`config.mk`:
```
export PLATFORM = sky130hd
export DESIGN_NAME = branch_pc_ctrl
export DESIGN_NICKNAME = d
export VERILOG_FILES = /design/src/rtl/branch_pc_ctrl_pkg.sv /design/src/rtl/branch_pc_ctrl_btb_store.sv /design/src/rtl/branch_pc_ctrl.sv
export SDC_FILE = /design/constraint.sdc
export NUM_CORES = 2
export LEC_CHECK = 0
export CAP_MARGIN = 20
export CORE_ASPECT_RATIO = 1.2
export CORE_UTILIZATION = 55
export CTS_BUF_LIST = sky130_fd_sc_hd__clkbuf_4 sky130_fd_sc_hd__clkbuf_8 sky130_fd_sc_hd__clkbuf_16
export DETAILED_ROUTE_END_ITERATION = 7
export PLACE_DENSITY = 0.79
export SYNTH_ARGS = -nofsm -noshare
export SYNTH_HDL_FRONTEND = slang
export SYNTH_SLANG_ARGS = --single-unit
```
`constraint.sdc`:
```
create_clock -name clk -period 31.2 [get_ports clk]
set_input_delay 3.12 -clock clk [delete_from_list [all_inputs] [get_ports clk]]
set_output_delay 3.12 -clock clk [all_outputs]
set_load 0.02 [all_outputs]
```
`src/rtl/branch_pc_ctrl_pkg.sv`:
```
// branch_pc_ctrl_pkg
//   Shared definitions for the fetch-stage branch/PC control block:
//   - PCMUX_* next-PC select codes, shared with the next-PC mux.
//   - 2-bit saturating counter type, its bounds, reset and allocate values.
//   - ctr_next(): one saturating step of a direction counter.
package branch_pc_ctrl_pkg;

    // Next-PC mux select codes
    localparam logic [2:0] PCMUX_CURR_PC4 = 3'd0;
    localparam logic [2:0] PCMUX_HAZARD   = 3'd1;
    localparam logic [2:0] PCMUX_BRANCH   = 3'd2;
    localparam logic [2:0] PCMUX_CORR_PC4 = 3'd3;
    localparam logic [2:0] PCMUX_PRED_TGT = 3'd4;

    // Direction counter: MSB set means "predict taken"
    typedef logic [1:0] ctr_t;

    localparam ctr_t CTR_MIN   = 2'b00;
    localparam ctr_t CTR_MAX   = 2'b11;
    localparam ctr_t CTR_RESET = 2'b01;   // weakly not-taken
    localparam ctr_t CTR_ALLOC = 2'b10;   // weakly taken, on first taken resolve

    // Saturating increment on taken, decrement on not taken
    function automatic ctr_t ctr_next(input ctr_t c, input logic taken);
        ctr_t r;
        r = c;
        if (taken) begin
            if (c != CTR_MAX) r = c + 2'd1;
        end else begin
            if (c != CTR_MIN) r = c - 2'd1;
        end
        return r;
    endfunction

endpackage

```
`src/rtl/branch_pc_ctrl_btb_store.sv`:
```
// branch_pc_ctrl_btb_store
//   Direct-mapped BTB storage: valid, tag, target and 2-bit counter arrays.
//   Ports:
//     clk, rst                   clock, async active-high reset
//     rd_idx_i, rd_tag_i         lookup index/tag (fetch PC)
//     rd_hit_o                   entry valid and tag matches
//     rd_taken_o                 counter MSB of the indexed entry
//     rd_tgt_o                   stored target of the indexed entry
//     wr_en_i                    a resolved control-flow instruction updates the BTB
//     wr_idx_i, wr_tag_i         update index/tag (EX PC)
//     wr_taken_i, wr_target_i    resolved direction and target
//   Reads are purely combinational on the current array contents, so a
//   same-cycle update to the read index is not visible until the next cycle.
module branch_pc_ctrl_btb_store
    import branch_pc_ctrl_pkg::*;
#(
    parameter int ENTRIES = 16,
    parameter int IDX_W   = 4,
    parameter int TAG_W   = 26
) (
    input  logic             clk,
    input  logic             rst,
    input  logic [IDX_W-1:0] rd_idx_i,
    input  logic [TAG_W-1:0] rd_tag_i,
    output logic             rd_hit_o,
    output logic             rd_taken_o,
    output logic [31:0]      rd_tgt_o,
    input  logic             wr_en_i,
    input  logic [IDX_W-1:0] wr_idx_i,
    input  logic [TAG_W-1:0] wr_tag_i,
    input  logic             wr_taken_i,
    input  logic [31:0]      wr_target_i
);

    logic             valid_q [ENTRIES];
    logic [TAG_W-1:0] tag_q   [ENTRIES];
    logic [31:0]      tgt_q   [ENTRIES];
    ctr_t             ctr_q   [ENTRIES];

    logic wr_hit;

    assign rd_hit_o   = valid_q[rd_idx_i] && (tag_q[rd_idx_i] == rd_tag_i);
    assign rd_taken_o = ctr_q[rd_idx_i][1];
    assign rd_tgt_o   = tgt_q[rd_idx_i];

    assign wr_hit = valid_q[wr_idx_i] && (tag_q[wr_idx_i] == wr_tag_i);

    always_ff @(posedge clk or posedge rst) begin
        if (rst) begin
            for (int i = 0; i < ENTRIES; i++) begin
                valid_q[i] <= 1'b0;
                tag_q[i]   <= '0;
                tgt_q[i]   <= '0;
                ctr_q[i]   <= CTR_RESET;
            end
        end else if (wr_en_i) begin
            if (wr_hit) begin
                ctr_q[wr_idx_i] <= ctr_next(ctr_q[wr_idx_i], wr_taken_i);
                if (wr_taken_i) tgt_q[wr_idx_i] <= wr_target_i;
            end else if (wr_taken_i) begin
                // Allocate (or evict an aliasing entry) only for taken flow;
                // a not-taken miss carries no useful target.
                valid_q[wr_idx_i] <= 1'b1;
                tag_q[wr_idx_i]   <= wr_tag_i;
                tgt_q[wr_idx_i]   <= wr_target_i;
                ctr_q[wr_idx_i]   <= CTR_ALLOC;
            end
        end
    end

endmodule

```
`src/rtl/branch_pc_ctrl.sv`:
```
// branch_pc_ctrl
//   Fetch-stage next-PC control: BTB lookup on the fetch PC, mispredict
//   detection on the branch resolved in EX, next-PC select, flush and
//   performance counters.
//   Ports:
//     clk, rst          clock, async active-high reset
//     if_pc             fetch PC (lookup)
//     stall             load-use hazard; hold the PC
//     ex_valid          control-flow instruction resolved in EX this cycle
//     ex_pc             its PC
//     ex_taken          actual direction (1 for jumps)
//     ex_target         actual target
//     ex_pred_taken     prediction made at fetch for it
//     ex_pred_target    predicted target made at fetch for it
//     pc_sel            next-PC mux select (PCMUX_* codes)
//     predicted_target  BTB target for if_pc (0 on miss)
//     pred_taken        BTB direction for if_pc
//     corr_pc4          ex_pc + 4 for not-taken recovery
//     flush             kill IF/ID and ID/EX on a mispredict
//     br_count          resolved control-flow instructions
//     mispred_count     mispredicts
//   All outputs are forced to their idle values while rst is high.
module branch_pc_ctrl #(
    parameter int BTB_ENTRIES = 16
) (
    input  logic        clk,
    input  logic        rst,
    input  logic [31:0] if_pc,
    input  logic        stall,
    input  logic        ex_valid,
    input  logic [31:0] ex_pc,
    input  logic        ex_taken,
    input  logic [31:0] ex_target,
    input  logic        ex_pred_taken,
    input  logic [31:0] ex_pred_target,
    output logic [2:0]  pc_sel,
    output logic [31:0] predicted_target,
    output logic        pred_taken,
    output logic [31:0] corr_pc4,
    output logic        flush,
    output logic [31:0] br_count,
    output logic [31:0] mispred_count
);
    import branch_pc_ctrl_pkg::*;

    localparam int IDX_W = $clog2(BTB_ENTRIES);
    localparam int TAG_W = 30 - IDX_W;

    logic [IDX_W-1:0] rd_idx, wr_idx;
    logic [TAG_W-1:0] rd_tag, wr_tag;
    logic             rd_hit, rd_taken;
    logic [31:0]      rd_tgt;
    logic             mis;
    logic [31:0]      br_count_q, br_count_d;
    logic [31:0]      mispred_count_q, mispred_count_d;
    logic             unused_pc_lsbs;

    // Instructions are word aligned; the byte offset never indexes the BTB.
    assign unused_pc_lsbs = ^{if_pc[1:0], ex_pc[1:0]};

    assign rd_idx = if_pc[IDX_W+1:2];
    assign rd_tag = if_pc[31:IDX_W+2];
    assign wr_idx = ex_pc[IDX_W+1:2];
    assign wr_tag = ex_pc[31:IDX_W+2];

    branch_pc_ctrl_btb_store #(
        .ENTRIES (BTB_ENTRIES),
        .IDX_W   (IDX_W),
        .TAG_W   (TAG_W)
    ) u_btb_store (
        .clk         (clk),
        .rst         (rst),
        .rd_idx_i    (rd_idx),
        .rd_tag_i    (rd_tag),
        .rd_hit_o    (rd_hit),
        .rd_taken_o  (rd_taken),
        .rd_tgt_o    (rd_tgt),
        .wr_en_i     (ex_valid),
        .wr_idx_i    (wr_idx),
        .wr_tag_i    (wr_tag),
        .wr_taken_i  (ex_taken),
        .wr_target_i (ex_target)
    );

    // Target only matters when the branch was actually taken.
    assign mis = ex_valid &&
                 ((ex_taken != ex_pred_taken) ||
                  (ex_taken && (ex_target != ex_pred_target)));

    assign pred_taken       = !rst && rd_hit && rd_taken;
    assign predicted_target = (!rst && rd_hit) ? rd_tgt : 32'd0;
    assign corr_pc4         = rst ? 32'd0 : ex_pc + 32'd4;
    assign flush            = !rst && mis;

    // A mispredict outranks stall: the stalled instruction is wrong-path.
    always_comb begin
        pc_sel = PCMUX_CURR_PC4;
        if (!rst) begin
            if (mis && ex_taken)       pc_sel = PCMUX_BRANCH;
            else if (mis)              pc_sel = PCMUX_CORR_PC4;
            else if (stall)            pc_sel = PCMUX_HAZARD;
            else if (rd_hit && rd_taken) pc_sel = PCMUX_PRED_TGT;
        end
    end

    always_comb begin
        br_count_d      = br_count_q;
        mispred_count_d = mispred_count_q;
        if (ex_valid) br_count_d      = br_count_q + 32'd1;
        if (mis)      mispred_count_d = mispred_count_q + 32'd1;
    end

    always_ff @(posedge clk or posedge rst) begin
        if (rst) begin
            br_count_q      <= 32'd0;
            mispred_count_q <= 32'd0;
        end else begin
            br_count_q      <= br_count_d;
            mispred_count_q <= mispred_count_d;
        end
    end

    assign br_count      = br_count_q;
    assign mispred_count = mispred_count_q;

endmodule

```
==> results.tsv <==
stage	metric	value	unit
final_layout	Finished Layout Cells	5043	
setup_path	Setup Crit Path Kind	in -> out	
clock_tree	post-CTS setup buffers	0	
floorplanning	total die size	97340	sq um
synth	Synth Flop Type	dfrtp_1	
drt	metal2 WL	69960	microns
final_layout	Signal inverters	23	
synth	YS warnings	0	
setup_path	Worst path most repeated cell	nor2b_1	
synth	post-synth top area cell	dfrtp_1	
synth	yosys stat area	52850	sq um
final_layout	Gate Area	25180	sq um
floorplanning	n_taps	1260	
global_route	final global-route overflow total	0	
clock_tree	clk latency late pin	720	ps
final_layout	P&R area growth vs syn	13.58	%
drt	metal3 WL	8612	microns
synth	Top cell area share	0.4848	
clock_tree	CTS root buffer	clkbuf_16	
power_and_ir_drop	Pwr top	registers	
run_status	status	finished, final reports clean	
drt	Top Metal Used	met5	
final_layout	Commonest Layout Cell	dfrtp_1	
place	setup slack at placement	19080	ps
final_layout	fraction of area in registers	0.4339	
power_and_ir_drop	P_clk	1390	uW
synth	most frequent cell after synthesis	dfrtp_1	
synth	top post-synthesis cells by count	dfrtp_1 (1024), mux2_2 (767), mux4_2 (382)	
setup_path	family with the most delay on the worst path	simple AND/OR/NAND/NOR gates	
power_and_ir_drop	Sw Pwr	1028	uW
drt	vias per std cell	6.501	
setup_path	CP max stage cell	or4_2	
final_layout	fin area	60030	sq um
final_layout	Top class by area	flip-flops and latches	
synth	post-synthesis area per instance	14.71	sq um
setup_path	worst setup path start	if_pc[2]	
clock_tree	number of gates resized after cts	0	
final_layout	Non-clock buffers, area share	0.05424	
run	total of max-cap violations	0	
final_timing	fmax	0.08315	GHz
global_route	largest net degree at the start of global routing	193	
global_route	vias in the first global route	33990	
power_and_ir_drop	combinational power share	0.190	
run	Log Warnings	42	
drt	Detailed Route WL	140600	microns
synth	Synth Seq Share	0.4928	
setup_path	Levels on crit path	12	
power_and_ir_drop	leak pwr	0.02607	uW
synth	number of enable flip-flop cells	0	
drt	Vias	32790	
global_route	first-pass GRT wire length	214900	microns
setup_path	RR Endpoint	u_btb_store.tag_q[47]	
final_timing	Fin. Hold Viols	0	
final_layout	flop count	1040	
setup_path	worst reg2reg path startpoint	u_btb_store.tag_q[159]	
final_layout	antenna diode count	3	
==> flip-flops by register name, indices dropped and copies added, names as in the netlist <==
| signal | count |
|---|---|
| u_btb_store.valid_q | 16 |
| br_count | 32 |
| mispred_count | 32 |
| u_btb_store.ctr_q | 32 |
| u_btb_store.tgt_q | 512 |
| u_btb_store.tag_q | 416 |
==> logic make-up after synthesis <==
| family | count (synthesis) | synth area share |
|---|---|---|
| buffers and inverters | 365 | 0.03243 |
| adder cells (fa/ha/maj) | 8 | 0.001799 |
| flip-flops | 1040 | 0.4928 |
| AND-OR/OR-AND | 165 | 0.02140 |
| XOR/XNOR | 162 | 0.02685 |
| AND/OR/NAND/NOR | 445 | 0.04538 |
| multiplexers | 1408 | 0.3793 |
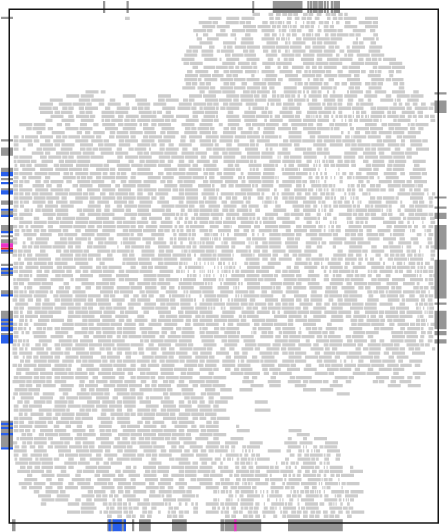
Figure 1: pin placement.
Drawn at 1.5 px/micron. Pins as bars across the die edge, other pins in grey.
`pred_taken` -> red  # pins 1, direction output, edge west
`ex_pred_target` -> blue  # pins 32, direction input, edge 24 west, 8 south
`pc_sel` -> magenta  # pins 3, direction output, edge 2 west, 1 south
all pins by edge = 101 south, 70 west, 57 east, 39 north
die width: 285.0 microns
I/O Buffers: 264
Die Y: 341.6 microns

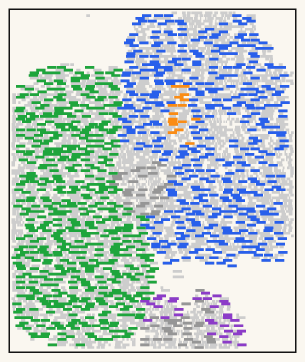
Figure 2: sequential cells coloured by netlist name.
Drawn at 1 px/micron.
`u_btb_store.tag_q` -> blue  # flops 416
`u_btb_store.tgt_q` -> green  # flops 512
`u_btb_store.valid_q` -> orange  # flops 16
`br_count` -> purple  # flops 32
not coloured = 64
final core occ: 0.6301
sequential power: 1760 uW

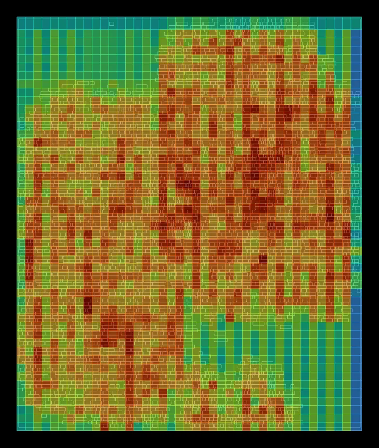
Figure 3: routing congestion map.
met2 Use GR: 0.4830
GR Util met1: 0.3951
GRT Util Overall: 0.2938
gr busiest metal: met2
grt met3 use: 0.04260

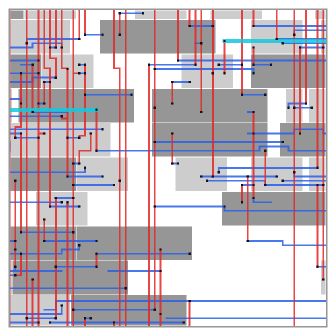
Figure 4: zoomed window.
Region (130, 90) to (155, 115) microns. Cells in grey, sequential cells in the stronger grey; small squares are vias.
metal 3 -> cyan
metal 1 -> blue
metal 2 -> red
sequential cells in the window = 11
most frequent = dfrtp_1 (11), mux2_2 (4)
cells with their middle in the window = 22
netlist names of flops here include = `u_btb_store.tgt_q` (6), `u_btb_store.tag_q` (5)

Power is estimated from default activity; no workload was simulated.
